### Pin map, run 1

Drawn at 6 px/um. Pins as bars across the die edge, other pins in grey.
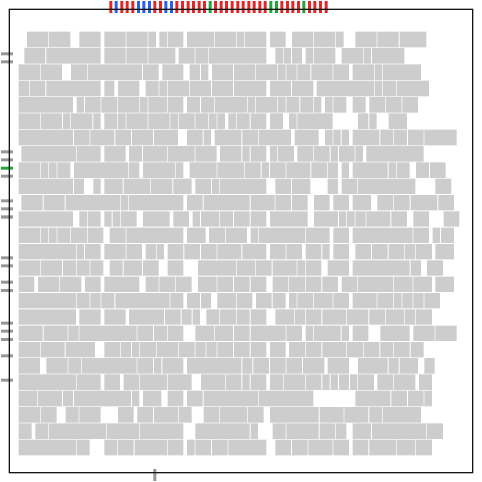
### Wiring by layer, run 1

Drawn at 6 px/um. Only two layers are drawn.
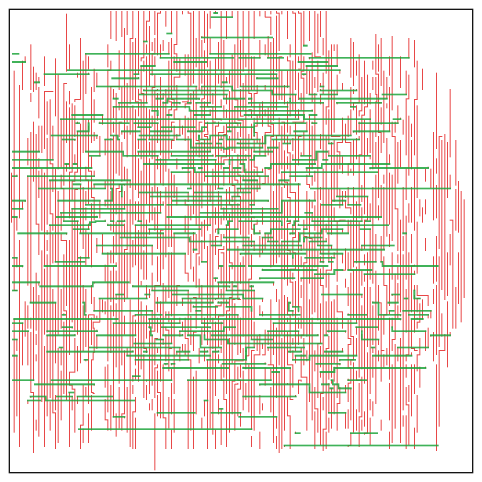
### Drive-strength map, run 1

Drawn at 6 px/um.
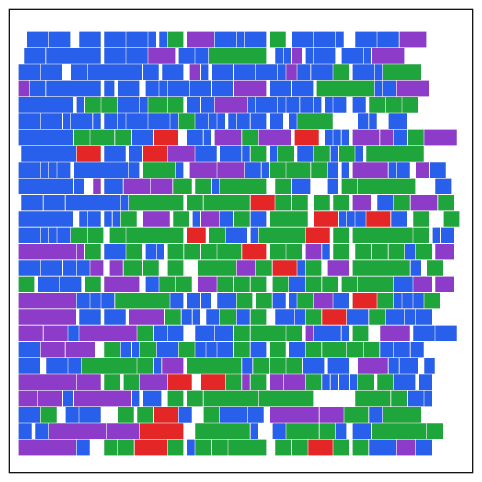
### Placement view, run 1

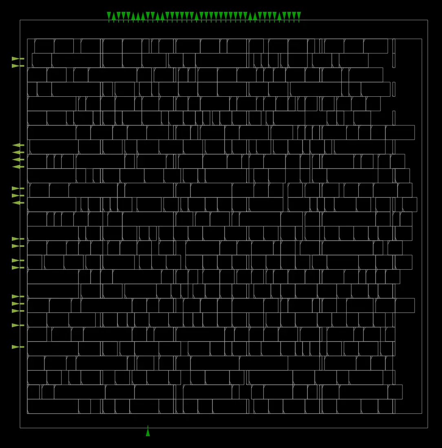
--- src/rtl/arb_pkg.sv ---
// Shared constants and FSM state type for the FIFO pop arbiter.
package arb_pkg;
  localparam int unsigned N_FIFOS = 5;
  localparam int unsigned DATA_W  = 6;
  localparam int unsigned PTR_W   = 3;

  typedef enum logic [1:0] {
    ST_RESET  = 2'd0,
    ST_INIT   = 2'd1,
    ST_IDLE   = 2'd2,
    ST_ACTIVE = 2'd3
  } state_t;
endpackage

--- src/rtl/rr_pick.sv ---
// Combinational round-robin pick: first set req bit at or above ptr, wrapping.
module rr_pick
  import arb_pkg::*;
(
  input  logic [N_FIFOS-1:0] req,
  input  logic [PTR_W-1:0]   ptr,
  output logic [N_FIFOS-1:0] gnt_onehot,
  output logic [PTR_W-1:0]   gnt_idx,
  output logic               any
);
  logic [PTR_W:0]   w_sum;
  logic [PTR_W-1:0] w_idx;

  always_comb begin
    gnt_onehot = '0;
    gnt_idx    = '0;
    any        = 1'b0;
    w_sum      = '0;
    w_idx      = '0;
    for (int unsigned k = 0; k < N_FIFOS; k++) begin
      // Candidate index is (ptr + k) mod N_FIFOS; ptr never exceeds N_FIFOS-1.
      w_sum = {1'b0, ptr} + (PTR_W+1)'(k);
      if (w_sum >= (PTR_W+1)'(N_FIFOS))
        w_sum = w_sum - (PTR_W+1)'(N_FIFOS);
      w_idx = w_sum[PTR_W-1:0];
      if (!any && req[w_idx]) begin
        any               = 1'b1;
        gnt_idx           = w_idx;
        gnt_onehot[w_idx] = 1'b1;
      end
    end
  end
endmodule

--- src/rtl/fifo_pop_arbiter.sv ---
// Round-robin drain of five FWFT input FIFOs into one output FIFO, with the
// RESET -> INIT -> IDLE <-> ACTIVE block FSM.
module fifo_pop_arbiter
  import arb_pkg::*;
(
  input  logic                      clk,
  input  logic                      reset_L,
  input  logic                      init,
  input  logic [N_FIFOS-1:0]        en_mask_in,
  input  logic [N_FIFOS-1:0]        fifo_empty,
  input  logic [N_FIFOS*DATA_W-1:0] fifo_data,
  input  logic                      out_almost_full,
  output logic [N_FIFOS-1:0]        fifo_pop,
  output logic                      out_push,
  output logic [DATA_W-1:0]         out_data,
  output logic                      idle,
  output logic [1:0]                state
);
  state_t              r_state, w_next;
  logic [PTR_W-1:0]    r_ptr, w_gnt_idx;
  logic [N_FIFOS-1:0]  r_en_mask, w_req, w_gnt;
  logic                w_any, w_pop_en;
  logic [DATA_W-1:0]   w_sel_data, r_out_data;
  logic                r_out_push, r_idle;

  assign w_req = ~fifo_empty & r_en_mask;

  rr_pick u_rr_pick (
    .req        (w_req),
    .ptr        (r_ptr),
    .gnt_onehot (w_gnt),
    .gnt_idx    (w_gnt_idx),
    .any        (w_any)
  );

  // init pre-empts a pop in the same cycle it leaves ACTIVE.
  assign w_pop_en = (r_state == ST_ACTIVE) && !init && w_any && !out_almost_full;
  assign fifo_pop = w_pop_en ? w_gnt : '0;

  always_comb begin
    w_sel_data = '0;
    for (int unsigned k = 0; k < N_FIFOS; k++) begin
      if (w_gnt[k])
        w_sel_data = w_sel_data | fifo_data[k*DATA_W +: DATA_W];
    end
  end

  always_comb begin
    w_next = r_state;
    unique case (r_state)
      ST_RESET:  w_next = ST_INIT;
      ST_INIT:   w_next = init ? ST_INIT : ST_IDLE;
      ST_IDLE:   w_next = init ? ST_INIT : (|w_req ? ST_ACTIVE : ST_IDLE);
      ST_ACTIVE: w_next = init ? ST_INIT : (|w_req ? ST_ACTIVE : ST_IDLE);
      default:   w_next = ST_RESET;
    endcase
  end

  always_ff @(posedge clk or negedge reset_L) begin
    if (!reset_L) begin
      r_state    <= ST_RESET;
      r_ptr      <= '0;
      r_en_mask  <= '1;
      r_out_push <= 1'b0;
      r_out_data <= '0;
      r_idle     <= 1'b0;
    end else begin
      r_state    <= w_next;
      r_idle     <= (w_next == ST_IDLE);
      r_out_push <= w_pop_en;
      if (r_state == ST_INIT && !init)
        r_en_mask <= en_mask_in;
      if (w_pop_en) begin
        r_out_data <= w_sel_data;
        r_ptr      <= (w_gnt_idx == PTR_W'(N_FIFOS-1)) ? '0 : w_gnt_idx + PTR_W'(1);
      end
    end
  end

  assign out_push = r_out_push;
  assign out_data = r_out_data;
  assign idle     = r_idle;
  assign state    = r_state;
endmodule

--- config.mk ---
export PLATFORM = sky130hd
export DESIGN_NAME = fifo_pop_arbiter
export DESIGN_NICKNAME = d
export VERILOG_FILES = /design/src/rtl/arb_pkg.sv /design/src/rtl/rr_pick.sv /design/src/rtl/fifo_pop_arbiter.sv
export SDC_FILE = /design/constraint.sdc
export NUM_CORES = 1
export LEC_CHECK = 0
export ABC_AREA = 0
export CAP_MARGIN = 20
export CORE_MARGIN = 1
export CORE_UTILIZATION = 45
export CTS_BUF_LIST = sky130_fd_sc_hd__clkbuf_4
export DETAILED_ROUTE_END_ITERATION = 16
export PLACE_DENSITY = 0.76
export SLEW_MARGIN = 40
export SYNTH_ARGS = -nofsm -noshare
export SYNTH_HDL_FRONTEND = slang
export SYNTH_SLANG_ARGS = --single-unit
--- constraint.sdc ---
create_clock -name clk -period 3.64 [get_ports clk]
set_clock_uncertainty 0.2 [all_clocks]
set_input_delay 0.364 -clock clk [delete_from_list [all_inputs] [get_ports clk]]
set_output_delay 0.364 -clock clk [all_outputs]
set_load 0.005 [all_outputs]
==> impl_metrics.py, run 1 <==
# Metrics from the implementation run
metrics = {
    "routing": {
        "dr_wl_met3_um": 2200,
        "wl_met1_um": 5160,
        "drt_iter0_markers": 709,
        "wl_met2_um": 6640,
        "routed.top_layer": "met4",
        "ant_nets": 0,
        "vias_per_cell": 7.32,
        "wire_per_inst_um": 27.6,
        "drc": 0,
        "drt_first_pass_iters": 9,
    },
    "yosys": {
        "yosys_warnings": 0,
        "synthCells": 317,
        "largest_area_cell": "dfrtp_1",
        "top_cells_by_area": "dfrtp_1 13%, ha_1 5.4%, dfstp_2 5.2%, nand2_1 5.2%, nor2_1 4.2%",
        "fp_nets": 373,
        "most_common_cell": "nand2_1",
        "synth-edff-count": 0,
        "yosys-top-cells-count": "35 x nand2_1, 28 x nor2_1, 15 x inv_1, 13 x dfrtp_1, 13 x nor2b_1",
        "ys_area_um2": 2530,
        "synth.distinct_cells": 73,
        "yosysCellCount": 317,
        "synth_seq_share_pct": 18.0,
        "top_area_share_pct": 12.9,
        "synth_flops": 18,
        "synth_area_per_cell_um2": 7.98,
        "synthArstFlopShare_pct": 100,
        "synth_top_flop_cell": "dfrtp_1",
        "syn_area_um2": 2530,
    },
    "cts": {
        "cts_buffer_depth": 2,
        "cts_tree": "done",
        "ctsHtreeMaxLevel": 1,
        "numCtsBuffers": 3,
        "clk-insertion-delay-late_ns": 0.29,
        "cts.sinks": 18,
        "clock-root-buffer": "clkbuf_4",
        "clk_pin_slew_ns": 0.11,
    },
    "grt": {
        "grt_pass1_wl_um": 17900,
        "grtUsageMet2_pct": 64.4,
        "use_met3_pct": 9.40,
        "top_usage_layer": "met2",
        "overflow": 0,
        "grt_use_met1_pct": 45.2,
        "grt_pass1_vias": 3590,
        "antenna_found_initial": 0,
        "grt_start_max_net_pins": 19,
        "globalRouteTotalUtil_pct": 39.0,
    },
    "die": {
        "pin_count": 59,
        "fp_util_pct": 48.0,
        "core_um2": 5270,
        "dieArea_um2": 5930,
    },
    "final_timing": {
        "relSlewSlack_pct": 57.8,
        "fmax_ghz": 0.241,
        "slew_viol_final": 0,
        "post-route-period-util_pct": 114,
        "tightest_slew_ns": 0.632,
        "grt_setup_unrepaired": "true",
        "hold_slack_ns": 0.326,
        "finalHoldViolCount": 0,
        "layout_setup_ws_ns": -0.514,
        "post-route-min-period_ns": 4.15,
        "finalSetupViolCount": 14,
    },
    "status": {
        "violations": "negative setup slack",
        "status": "finished, violations left",
    },
    "worst_setup_path": {
        "crit_type": "flip-flop to output pin",
        "crit_path_start_kind": "flip-flop",
        "cp-end-kind": "output pin",
        "cp_data_arrival_time_ns": 3.59,
        "crit_path_top_delay_cell": "dfrtp_2",
        "critPathMaxStageDelay_ns": 0.48,
        "worstReg2RegStart": "r_ptr[0]",
        "cp_max_fo": 6,
        "cp_data_required_time_ns": 3.08,
        "crit_chain": "inv_6, ha_4, inv_2, fa_2, a21oi_4, o21a_1, mux2i_2, buf_4, o21a_1, and2_4, nand4_1, buf_4, o211ai_4, and2_4, buf_6",
        "cp-startpoint": "r_ptr[0]",
    },
    "layout": {
        "post-route-util_pct": 88.6,
        "fin_cells": 569,
        "nets": 556,
        "drive_gt1_share_pct": 48.9,
        "diodes": 0,
    },
    "run": {
        "warnings": 35,
        "max_cap_viol_count": 0,
    },
    "min_path": {
        "hp-class": "primary input to async pin",
    },
    "placement": {
        "place_hpwl_um": 7440,
        "gp_congestion": 0.995,
        "dp_cells": 523,
        "place_ws_ns": -0.304,
    },
}
-- 'Pin map' (at the start) --
port	colour	pins	direction	edge
`fifo_data`	red	30	input	north
`out_data`	blue	6	output	north
`fifo_pop`	green	5	output	4 north, 1 west
all pins by edge	40 north, 18 west, 1 south
die height: 77 um
width of the chip: 77 um
Buffers on Ports: 58

-- 'Wiring by layer' (at the start) --
layer	colour	wire length
metal 2	red	6640 um
metal 3	green	2200 um
WL final: 15700 um
via count: 4164

-- 'Drive-strength map' (at the start) --
size	colour	cells
_0 and _1 cells	blue	255
_2 cells	purple	68
_3 and _4 cells	green	157
_6 and larger	red	19
area delta synth->final: 84.5%
final worst setup slack: -0.514 ns
Final Cell Area: 4670 um2
nonclk buf count: 191

-- 'Placement view' (at the start) --
Tap Cells: 70
row count: 26

-- run 1: cells by family after synthesis --
group,Yosys count,synth area share (%)
XOR/XNOR,4,1.68
adder cells (fa/ha/maj),12,6.23
buffers and inverters,30,6.13
multiplexers,13,5.44
AND-OR/OR-AND,100,32.9
flip-flops,18,18.0
AND/OR/NAND/NOR,140,29.6
-- run 1: metrics by stage --
stage | setup TNS [ns] | area [um2]
after floorplan | 0 | 2580
after global placement | -1.18 | 3840
after detailed placement | -2.00 | 3840
after CTS | -0.788 | 4330
after global routing | -7.18 | 4670
final | -4.84 | 4670
-- run 1: critical path: cells and delay by family, from the launching register on --
family | cells | cell delay [ns]
AND-OR/OR-AND | 4 | 0.84
adder cells (fa/ha/maj) | 2 | 0.54
buffers and inverters | 5 | 0.61
flip-flops | 1 | 0.48
multiplexers | 1 | 0.31
AND/OR/NAND/NOR | 3 | 0.51
-- run 1: worst paths after layout --
check / end / slack (ns) / depth (start not counted)
worst max-delay path: fifo_pop[0] / -0.51 / 15
worst min-delay path: out_push / 0.33 / 2
worst max register to register: r_ptr[0] / -0.32 / 19
worst min register to register: out_data[0] / 0.42 / 2
max in group asynchronous: r_en_mask[3] / 2.58 / 2
min in group clk: out_data[0] / 0.42 / 2
-- run 1: final cells by class --
class                   instances  area [um2]
repair buffers                191        1640
well taps                      70        87.6
clock buffers                   3        22.5
multi-input cells             269        2390
clock inverters                 1        3.75
inverters                      17        71.3
flip-flops and latches         18         460
fillers                       201         601
-- run 1: repair_timing --
item                       CTS  global route
setup endpoints to repair   14            14
setup buffers               40             9
hold buffers                 0             1
hold endpoints to repair     0            13
resized                     71            53
pin swaps                   44            42
-- run 1: state kept, by name (all words and copies together), names as in the netlist --
register	flops
out_data	6
r_en_mask	5
r_ptr	3
state	2
idle	1
out_push	1
-- run 1: placed cells by master, fill, tap and decap left out, drive strengths merged, types with 3 or more instances in the layout --
| cell type | synthesis | final |
|---|---|---|
| a211o | 4 | 4 |
| a21o | 5 | 5 |
| a21oi | 13 | 13 |
| a221oi | 9 | 9 |
| a22oi | 6 | 6 |
| a31oi | 10 | 10 |
| and2 | 6 | 6 |
| and3 | 9 | 9 |
| buf | 13 | 138 |
| clkbuf | 0 | 3 |
| clkdlybuf4s50 | 0 | 52 |
| dfrtp | 13 | 13 |
| dfstp | 5 | 5 |
| ha | 11 | 11 |
| inv | 17 | 17 |
| mux2 | 6 | 6 |
| mux2i | 7 | 7 |
| nand2 | 35 | 35 |
| nand2b | 6 | 6 |
| nand3 | 10 | 10 |
| nand4 | 3 | 3 |
| nor2 | 28 | 28 |
| nor2b | 13 | 13 |
| nor3 | 8 | 8 |
| nor3b | 3 | 3 |
| nor4 | 5 | 5 |
| o211ai | 7 | 7 |
| o21a | 6 | 6 |
| o21ai | 11 | 11 |
| o22ai | 6 | 6 |
| o32ai | 3 | 3 |
| or3 | 3 | 3 |
| xnor2 | 3 | 3 |
### Nets reached from selected ports, run 1

Drawn at 4 px/um.
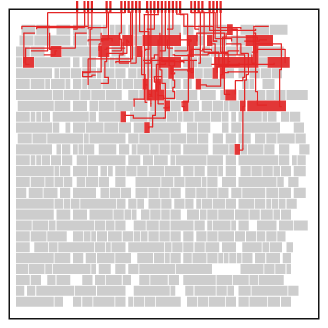

## Run 2: what changed since run 1
--- a/config.mk
+++ b/config.mk
@@ -11,6 +11,7 @@
 export CORE_UTILIZATION = 45
 export CTS_BUF_LIST = sky130_fd_sc_hd__clkbuf_4
 export DETAILED_ROUTE_END_ITERATION = 16
+export GPL_TIMING_DRIVEN = 0
 export PLACE_DENSITY = 0.76
 export SLEW_MARGIN = 40
 export SYNTH_ARGS = -nofsm -noshare
### Nets reached from selected ports, run 2

Drawn at 4 px/um.
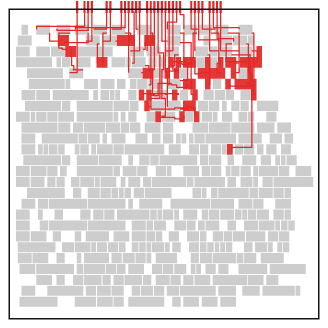
port	colour	direction	end cells	wire
`fifo_data`	red	input	36	693 um
I/O pin total: 59

==> impl_metrics.py, run 2 <==
# Metrics from the implementation run
metrics = {
    "yosys": {
        "largest_area_cell": "dfrtp_1",
        "synth_area_per_cell_um2": 7.98,
        "most_common_cell": "nand2_1",
        "yosysCellCount": 317,
        "top_cells_by_area": "dfrtp_1 13%, ha_1 5.4%, dfstp_2 5.2%, nand2_1 5.2%, nor2_1 4.2%",
        "fp_nets": 373,
        "synthCells": 317,
        "synth-edff-count": 0,
        "yosys_warnings": 0,
        "synthArstFlopShare_pct": 100,
        "synth_seq_share_pct": 18.0,
        "ys_area_um2": 2530,
        "syn_area_um2": 2530,
    },
    "cts": {
        "cts_buffer_depth": 2,
        "ctsHtreeMaxLevel": 1,
        "numCtsBuffers": 3,
        "clk-insertion-delay-late_ns": 0.28,
        "cts.sinks": 18,
        "cts_tree": "done",
        "clk_pin_slew_ns": 0.10,
    },
    "placement": {
        "place_hpwl_um": 6430,
        "place_ws_ns": -0.918,
        "gp_congestion": 0.939,
        "numPortBuffers": 58,
    },
    "final_timing": {
        "fmax_ghz": 0.243,
        "layout_setup_ws_ns": -0.475,
        "finalHoldViolCount": 0,
        "tightest_slew_ns": 0.752,
        "grt_setup_unrepaired": "true",
        "finalSetupViolCount": 14,
        "post-route-min-period_ns": 4.11,
        "relSlewSlack_pct": 49.8,
    },
    "status": {
        "status": "finished, violations left",
        "violations": "negative setup slack",
    },
    "grt": {
        "globalRouteTotalUtil_pct": 31.2,
        "grt_pass1_vias": 3064,
        "overflow": 0,
        "antenna_found_initial": 0,
    },
    "routing": {
        "vias": 3137,
        "routed_wl_um": 9520,
        "drt_iter0_markers": 390,
        "dr_wl_met3_um": 832,
        "vias_per_cell": 6.35,
        "wire_per_inst_um": 19.3,
    },
    "die": {
        "fp.dieW_um": 77,
        "num_rows": 26,
        "die_h_um": 77,
        "fp_util_pct": 48.0,
        "dieArea_um2": 5930,
    },
    "worst_setup_path": {
        "crit_type": "flip-flop to output pin",
        "path_delay_family": "simple AND/OR/NAND/NOR gates",
        "critPathMaxStageDelay_ns": 0.49,
        "crit_chain": "buf_6, buf_8, inv_8, buf_4, buf_6, ha_4, or3b_2, a31oi_1, a21oi_2, nor3_4, nand4_1, buf_4, o2111ai_4, and2_4, buf_6",
        "cp_max_fo": 5,
        "cp_data_required_time_ns": 3.08,
        "crit_path_start_kind": "flip-flop",
    },
    "layout": {
        "nets": 481,
        "lay_top_cells": "52 x clkdlybuf4s50_1, 39 x buf_4, 32 x nand2_1",
        "largest_reg_flops": 6,
        "layout_top_cell": "clkdlybuf4s50_1",
    },
    "run": {
        "warnings": 35,
        "max_cap_viol_count": 0,
    },
    "min_path": {
        "hp-class": "primary input to async pin",
    },
}
### Placement view, run 2

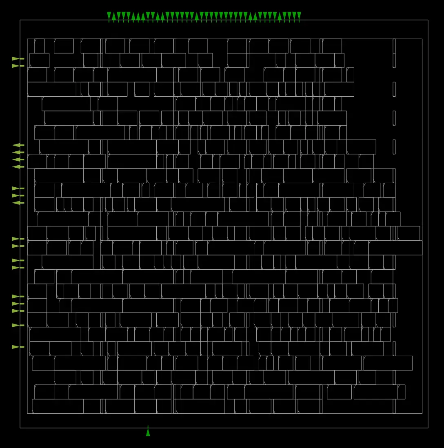
Core Box Area: 5270 um2
Fillers: 400
Finished Layout Cells: 494
fin util: 75.2%

==> run 2: layout make-up <==
type,count,area (um2)
repair buffers,103,913
plain buffers,13,138
clock inverters,1,3.75
multi-input cells,269,2270
clock buffers,3,22.5
well taps,70,87.6
inverters,17,75.1
flip-flops and latches,18,459
fillers,400,1310
==> run 2: timing repair <==
item / in CTS / in global routing
hold buffers: 0 / 1
gates resized: 73 / 26
setup buffers: 35 / 8
pin swaps: 24 / 18
cloned: 1 / 0
endpoints found under the hold margin: 0 / 13
setup endpoints to repair: 15 / 14
==> run 2: cell families after synthesis <==
group / Yosys count / synth area share (%)
simple gates: 140 / 29.6
compound gates: 100 / 32.9
buf+inv: 30 / 6.13
flops: 18 / 18.0
mux: 13 / 5.44
fa+ha+maj: 12 / 6.23
xor+xnor: 4 / 1.68
==> run 2: worst paths after layout <==
path | startpoint | to | slack, ns | cells past startpoint
max in group asynchronous | reset_L | r_en_mask[1] | 2.60 | 2
min reg2reg | out_data[0] | out_data[0] | 0.36 | 2
max | r_ptr[0] | fifo_pop[4] | -0.47 | 15
min in group clk | out_data[0] | out_data[0] | 0.36 | 2
min | reset_L | out_data[0] | 0.32 | 2
max reg2reg | r_ptr[0] | r_ptr[2] | -0.27 | 17
==> run 2: metal layers <==
layer | vias to the layer above | global-route usage, %
met5 | - | 0
met4 | 0 | 8.87
met3 | 39 | 3.21
met2 | 187 | 52.7
met1 | 1495 | 41.9
li1 | 1416 | -
==> run 2: per-stage QoR <==
stage	hold WS, ns	setup TNS [ns]	cell area, um2
global route	0.356	-5.66	3970
CTS	0.344	-2.76	3770
global placement	0.346	-7.43	3250
floorplan	-0.132	0	2580
detailed placement	0.346	-7.86	3250
finish	0.318	-3.90	3970
